## src/rtl/loader_pkg.sv

```systemverilog
// Shared types and constants for the instruction-memory program loader.
package loader_pkg;

    typedef enum logic [2:0] {
        S_IDLE,
        S_LEN_LO,
        S_LEN_HI,
        S_DATA,
        S_WRITE,
        S_CSUM,
        S_DONE,
        S_ERROR
    } loader_state_t;

    localparam int BYTES_PER_WORD = 4;
    localparam int LEN_BYTES      = 2;

endpackage

```

## src/rtl/byte_packer.sv

```systemverilog
// Assembles little-endian words from a byte stream: lane byte_idx takes the next byte.
module byte_packer
    import loader_pkg::*;
#(
    parameter int DATA_WIDTH = 8,
    parameter int WORD_WIDTH = BYTES_PER_WORD * DATA_WIDTH
) (
    input  logic                  clk,
    input  logic                  rst,
    input  logic                  clear,
    input  logic                  load,
    input  logic [DATA_WIDTH-1:0] byte_in,
    output logic                  word_full,
    output logic [WORD_WIDTH-1:0] packed_word
);

    localparam int IDX_W = $clog2(BYTES_PER_WORD);

    logic [IDX_W-1:0]      idx_q;
    logic [WORD_WIDTH-1:0] word_q;

    // word_full flags that the next load completes the word.
    assign word_full = (idx_q == IDX_W'(BYTES_PER_WORD - 1));

    // packed_word already includes byte_in so the top can capture the word on the 4th byte.
    always_comb begin
        packed_word = word_q;
        for (int i = 0; i < BYTES_PER_WORD; i++) begin
            if (idx_q == IDX_W'(i)) begin
                packed_word[i*DATA_WIDTH +: DATA_WIDTH] = byte_in;
            end
        end
    end

    always_ff @(posedge clk) begin
        if (rst || clear) begin
            idx_q  <= '0;
            word_q <= '0;
        end else if (load) begin
            word_q <= packed_word;
            idx_q  <= word_full ? '0 : idx_q + IDX_W'(1);
        end
    end

endmodule

```

## src/rtl/instr_loader.sv

```systemverilog
// Program loader: takes a length-prefixed, checksummed byte stream and writes it to
// instruction memory, holding the CPU disabled until a verified image is in place.
module instr_loader
    import loader_pkg::*;
#(
    parameter int                       ADDRESS_WIDTH = 32,
    parameter int                       DATA_WIDTH    = 8,
    parameter int                       WORD_WIDTH    = 32,
    parameter logic [ADDRESS_WIDTH-1:0] BASE_ADDR     = '0,
    parameter int                       MAX_WORDS     = 256
) (
    input  logic                     clk,
    input  logic                     rst,
    input  logic                     start,
    input  logic                     byte_valid,
    input  logic [DATA_WIDTH-1:0]    byte_data,
    output logic                     byte_ready,
    output logic                     wr_en,
    output logic [ADDRESS_WIDTH-1:0] wr_addr,
    output logic [WORD_WIDTH-1:0]    wr_data,
    output logic                     busy,
    output logic                     done,
    output logic                     error,
    output logic                     cpu_en
);

    localparam int LEN_W = LEN_BYTES * DATA_WIDTH;

    // Handshake: a byte moves on a rising edge where byte_valid && byte_ready.
    // byte_ready depends only on state, so a waiting source just holds byte_valid/byte_data.

    loader_state_t state_q, state_d;

    logic [LEN_W-1:0]      len_q;
    logic [LEN_W-1:0]      word_idx_q;
    logic [DATA_WIDTH-1:0] csum_q;

    logic                  xfer;
    logic                  can_start;
    logic [LEN_W-1:0]      len_full;
    logic                  last_word;
    logic                  pk_clear;
    logic                  pk_load;
    logic                  word_full;
    logic [WORD_WIDTH-1:0] packed_word;

    assign xfer      = byte_valid && byte_ready;
    assign can_start = start && (state_q == S_IDLE || state_q == S_DONE || state_q == S_ERROR);
    assign len_full  = {byte_data, len_q[DATA_WIDTH-1:0]};
    assign last_word = (word_idx_q + LEN_W'(1)) == len_q;
    assign pk_clear  = can_start;
    assign pk_load   = (state_q == S_DATA) && xfer;

    byte_packer #(
        .DATA_WIDTH (DATA_WIDTH),
        .WORD_WIDTH (WORD_WIDTH)
    ) u_packer (
        .clk         (clk),
        .rst         (rst),
        .clear       (pk_clear),
        .load        (pk_load),
        .byte_in     (byte_data),
        .word_full   (word_full),
        .packed_word (packed_word)
    );

    always_ff @(posedge clk) begin
        if (rst) begin
            state_q <= S_IDLE;
        end else begin
            state_q <= state_d;
        end
    end

    always_comb begin
        state_d    = state_q;
        byte_ready = 1'b0;
        busy       = 1'b0;
        done       = 1'b0;
        error      = 1'b0;
        wr_en      = 1'b0;
        case (state_q)
            S_IDLE, S_DONE, S_ERROR: begin
                done  = (state_q == S_DONE);
                error = (state_q == S_ERROR);
                if (start) begin
                    state_d = S_LEN_LO;
                end
            end
            S_LEN_LO: begin
                busy       = 1'b1;
                byte_ready = 1'b1;
                if (xfer) begin
                    state_d = S_LEN_HI;
                end
            end
            S_LEN_HI: begin
                busy       = 1'b1;
                byte_ready = 1'b1;
                if (xfer) begin
                    if (int'(len_full) > MAX_WORDS) begin
                        state_d = S_ERROR;
                    end else if (len_full == '0) begin
                        state_d = S_CSUM;
                    end else begin
                        state_d = S_DATA;
                    end
                end
            end
            S_DATA: begin
                busy       = 1'b1;
                byte_ready = 1'b1;
                if (xfer && word_full) begin
                    state_d = S_WRITE;
                end
            end
            S_WRITE: begin
                busy = 1'b1;
                // A reset landing on the write cycle suppresses the strobe.
                wr_en   = !rst;
                state_d = last_word ? S_CSUM : S_DATA;
            end
            S_CSUM: begin
                busy       = 1'b1;
                byte_ready = 1'b1;
                if (xfer) begin
                    state_d = (byte_data == csum_q) ? S_DONE : S_ERROR;
                end
            end
            default: state_d = S_IDLE;
        endcase
    end

    assign cpu_en = done;

    always_ff @(posedge clk) begin
        if (rst) begin
            len_q      <= '0;
            word_idx_q <= '0;
            csum_q     <= '0;
            wr_addr    <= BASE_ADDR;
            wr_data    <= '0;
        end else begin
            if (can_start) begin
                len_q      <= '0;
                word_idx_q <= '0;
                csum_q     <= '0;
            end
            case (state_q)
                S_LEN_LO: begin
                    if (xfer) begin
                        len_q[DATA_WIDTH-1:0] <= byte_data;
                        csum_q                <= csum_q ^ byte_data;
                    end
                end
                S_LEN_HI: begin
                    if (xfer) begin
                        len_q  <= len_full;
                        csum_q <= csum_q ^ byte_data;
                    end
                end
                S_DATA: begin
                    if (xfer) begin
                        csum_q <= csum_q ^ byte_data;
                        // Word and address are captured here so they are stable during WRITE.
                        if (word_full) begin
                            wr_data <= packed_word;
                            wr_addr <= BASE_ADDR + (ADDRESS_WIDTH'(word_idx_q) << 2);
                        end
                    end
                end
                S_WRITE: begin
                    word_idx_q <= word_idx_q + LEN_W'(1);
                end
                default: ;
            endcase
        end
    end

endmodule

```

## config.mk

```make
export PLATFORM = sky130hd
export DESIGN_NAME = instr_loader
export DESIGN_NICKNAME = d
export VERILOG_FILES = /design/src/rtl/loader_pkg.sv /design/src/rtl/byte_packer.sv /design/src/rtl/instr_loader.sv
export SDC_FILE = /design/constraint.sdc
export NUM_CORES = 1
export LEC_CHECK = 0
export CORE_ASPECT_RATIO = 2
export CORE_MARGIN = 2
export CORE_UTILIZATION = 60
export CTS_BUF_LIST = sky130_fd_sc_hd__clkbuf_4 sky130_fd_sc_hd__clkbuf_8 sky130_fd_sc_hd__clkbuf_16
export DETAILED_ROUTE_END_ITERATION = 6
export DONT_BUFFER_PORTS = 1
export HOLD_SLACK_MARGIN = 0.08
export PLACE_DENSITY = 0.76
export SYNTH_ARGS = -nofsm -noshare
export SYNTH_HDL_FRONTEND = slang
export SYNTH_SLANG_ARGS = --single-unit
export TNS_END_PERCENT = 10
```

## constraint.sdc

```tcl
create_clock -name clk -period 5.8 [get_ports clk]
set_input_delay 0.87 -clock clk [delete_from_list [all_inputs] [get_ports clk]]
set_output_delay 0.87 -clock clk [all_outputs]
set_load 0.005 [all_outputs]
```

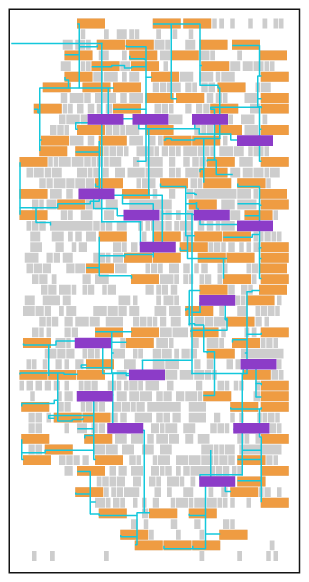
*Clock distribution*
legend:
  orange:
    item: flip-flops
    count: 117
  purple:
    item: clock drivers
    count: 17
  cyan:
    item: clock wires
    length: 1440 um
flops lie: spread over the die
Clock power frac: 0.552
Clock Skew: 0.00560 ns
Clock Latency Late Sink: 0.41 ns
Clk power: 1.15 mW

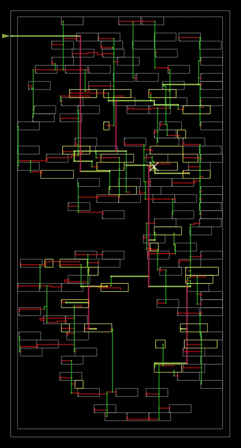
*Clock nets*
clkbuf count: 19
Num CTS Buffers: 17

==> run_results.csv <==
group,metric,value,unit
outcome,status,"finished, violations left",
outcome,violations,"DRC",
floorplanning,die_w,73.8,um
synth,synth_stat.cells,741,
clock_network,post_cts_resized,0,
detailed_routing,ant_nets,0,
cells_and_area,lay_top_count,"nand2_1",
power_and_ir_drop,p_int,1.63,mW
cells_and_area,area.growth.synth_to_final,8.42,%
clock_network,clockBufferDepth,2,
global_routing,grt_max_degree,90,
power_and_ir_drop,leakagePower,2.07,nW
global_routing,first_global_vias,4562,
detailed_routing,dr.pass1.iters,7,
clock_network,clkTransAtPathRegs,0.06,ns
synth,yosysTopAreaCell,"dfxtp_1",
worst_hold_path,hp-class,"flip-flop to flip-flop",
global_routing,grt_use_total,0.266,
power_and_ir_drop,p_comb_frac,0.051,
cells_and_area,layout.cells.most_common_list,"nand2_1, dfxtp_1, a21oi_1",
synth,topCellsByArea,"dfxtp_1, nand2_1, a21oi_1",
clock_network,root_buffer,"clkbuf_16",
synth,yosysWarnings,0,
timing,max_freq,342,MHz
clock_network,cts_hold_buf,0,
clock_network,cts_tree,"yes",
synth,edf_count,0,
worst_setup_path,cp_max_fo,72,
worst_setup_path,end_kind,"flip-flop",
synth,ys_ff,117,
global_routing,globalRoute.totalOverflow,0,
synth,syn_inst,741,
global_routing,grt_use_met1,0.358,
timing,fin_crit,2.93,ns
clock_network,post_cts_buffers,0,
global_routing,use_met3,0.0645,
floorplanning,ios,82,
detailed_routing,drt-total-wl,13.5,mm
synth,async_flop_share,0,
floorplanning,dieArea,10600,um2
detailed_routing,routed-wl-met3,716,um
global_routing,antenna_found_initial,0,
detailed_routing,vias,4967,
detailed_routing,initialDrtViolationCount,431,
floorplanning,initial_core_util,0.610,
worst_setup_path,startpoint_type,"flip-flop",
detailed_routing,vias_per_cell,6.06,
timing,hold_viol_final,0,
cells_and_area,drive_above_1_share,0.0672,
timing,slew_headroom,0.195,
clock_network,h-tree-depth,4,
detailed_routing,wl_met1,6.07,mm
power_and_ir_drop,switchingPower,0.455,mW
global_routing,grt_pass1_wl,22.1,mm
power_and_ir_drop,swShare,0.218,
worst_setup_path,critPathKind,"flip-flop to flip-flop",
synth,synth_top_area_share,0.401,
timing,finalSetupViolCount,0,
place,gp_congestion,0.950,
cells_and_area,nNetsFinal,720,
global_routing,grt_use_met2,0.410,
detailed_routing,drc,6,
synth,yosys_area,5840,um2
detailed_routing,met2_length,6.55,mm
synth,synthFlopType,"dfxtp_1",
worst_setup_path,cp.arrival,3.25,ns
timing,whs,0.452,ns
run,warnings,29,
clock_network,cts.sinks,117,
synth,ys_types,61,
floorplanning,die_y,144,um
detailed_routing,wl_per_cell,16.5,um
global_routing,gr-max-usage-layer,"met2",
timing,rsz0062_at_grt,"false",
power_and_ir_drop,sequentialPowerShare,0.397,
place,hpwlAfterDp,8.75,mm
timing,tightest_slew,1.21,ns
worst_setup_path,critPathRequiredTime,6.12,ns
timing,fin_crit_sh,0.505,
place,port_buffers,0,
detailed_routing,top_layer,"met4",
synth,seq_area_frac_synth,0.401,
synth,postSynthAreaPerCell,7.88,um2
power_and_ir_drop,powerDensity,329,nW/um2
cells_and_area,antennaDiodeCount,0,
timing,setup_tns,0,ns
synth,synth_area,5840,um2
run,drv_cap,0,
timing,slew_violations,0,
power_and_ir_drop,ir_drop,0.222,mV
place,place_area,5680,um2
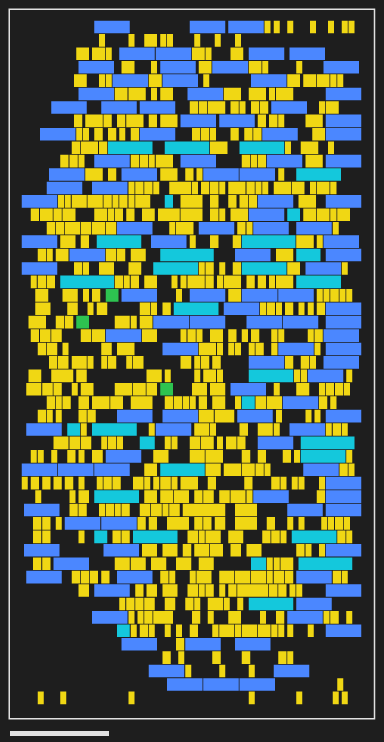
*Cells colored by class*
Scale bar: 20 um.
legend:
  blue:
    class: sequential cells
    cells: 117
    share_of_their_area: 38%
  green:
    class: remaining buffers and delay cells
    cells: 3
    share_of_their_area: 0.36%
  yellow:
    class: combinational and other logic
    cells: 563
    share_of_their_area: 51%
  cyan:
    class: clock drivers and dummy loads
    cells: 31
    share_of_their_area: 10%
Core ar.: 9570 um2
num rows: 51
Layout Cell Area excl Fill: 6330 um2

[synthesized netlist by cell type, types with 2 or more instances]
| library cell | n |
|---|---|
| a32oi_1 | 3 |
| and3_1 | 2 |
| nor3_1 | 10 |
| nor2b_1 | 3 |
| dfxtp_1 | 117 |
| mux2i_1 | 28 |
| and4_1 | 2 |
| nor2_1 | 60 |
| o21ai_1 | 11 |
| inv_1 | 7 |
| o31ai_1 | 2 |
| nor4_2 | 2 |
| o221ai_1 | 2 |
| buf_4 | 17 |
| a311oi_1 | 3 |
| clkbuf_1 | 43 |
| nor3b_1 | 3 |
| a21oi_1 | 85 |
| and2_1 | 6 |
| ha_1 | 6 |
| nand2b_1 | 5 |
| xnor2_1 | 19 |
| nand3b_1 | 9 |
| nand4_1 | 6 |
| o211ai_1 | 2 |
| or3_1 | 6 |
| nor4_1 | 8 |
| xor2_1 | 8 |
| nand2_1 | 128 |
| buf_2 | 15 |
| a22oi_1 | 3 |
| a21boi_0 | 2 |
| nand3_1 | 45 |
| a41oi_1 | 2 |
| a31oi_1 | 4 |
| o21ai_0 | 16 |
| a211oi_1 | 27 |
[critical path, stage by stage, from the launching register on]
cell and delay, ns:
dfxtp_1 0.63, nor2b_1 0.32, and3_1 0.19, buf_4 0.31
and2_2 1.01, nor2_1 0.09, a211oi_1 0.26
[power groups by stage]
stage | combinational [mW] | clock [mW] | sequential, mW
after floorplan | 0.112 | 0 | 0.836
after global placement | 0.103 | 0 | 0.844
after detailed placement | 0.104 | 0 | 0.844
after CTS | 0.105 | 1.15 | 0.827
after global routing | 0.119 | 1.19 | 0.829
final | 0.106 | 1.15 | 0.828
[flip-flops by register name (all words and copies together), names as in the netlist]
name             cells
state_q              3
wr_addr             16
wr_data             32
csum_q               8
word_idx_q          16
len_q               16
u_packer.idx_q       2
u_packer.word_q     24
[worst paths after layout]
check / startpoint / endpoint / slack, ns / cells past startpoint
min: u_packer.word_q[7] / u_packer.word_q[7] / 0.45 / 2
max: state_q[1] / wr_data[6] / 2.87 / 6
min reg2reg: u_packer.word_q[7] / u_packer.word_q[7] / 0.45 / 2
max reg2reg: state_q[1] / wr_data[6] / 2.87 / 6
[cells by family after synthesis]
logic type | after synthesis | synth area share
simple gates | 307 | 0.252
other cells | 1 | 0.000642
xor+xnor | 27 | 0.0405
flops | 117 | 0.401
compound gates | 171 | 0.175
fa+ha+maj | 6 | 0.0129
mux | 28 | 0.0480
buf+inv | 84 | 0.0694
[metrics by stage]
step,utilization,worst slack (ns),std cells,power [mW]
6_report,0.661,2.87,820,2.08
5_1_grt,0.661,2.53,820,2.14
4_1_cts,0.661,2.88,820,2.09
3_5_place_dp,0.594,2.91,789,0.949
3_3_place_gp,0.594,2.98,789,0.947
2_1_floorplan,-,3.20,756,0.948
[cell type report]
class                      instances  area [um2]
clock buffer                      19         447
multi-input combinational        555        3150
sequential                       117        2340
inverter                           8        30.0
fill                             784        3240
clock inverter                    12         203
timing repair buffer               3        22.5
tap                              106         133
No activity file was given, so power comes from the tool's default toggle rates.
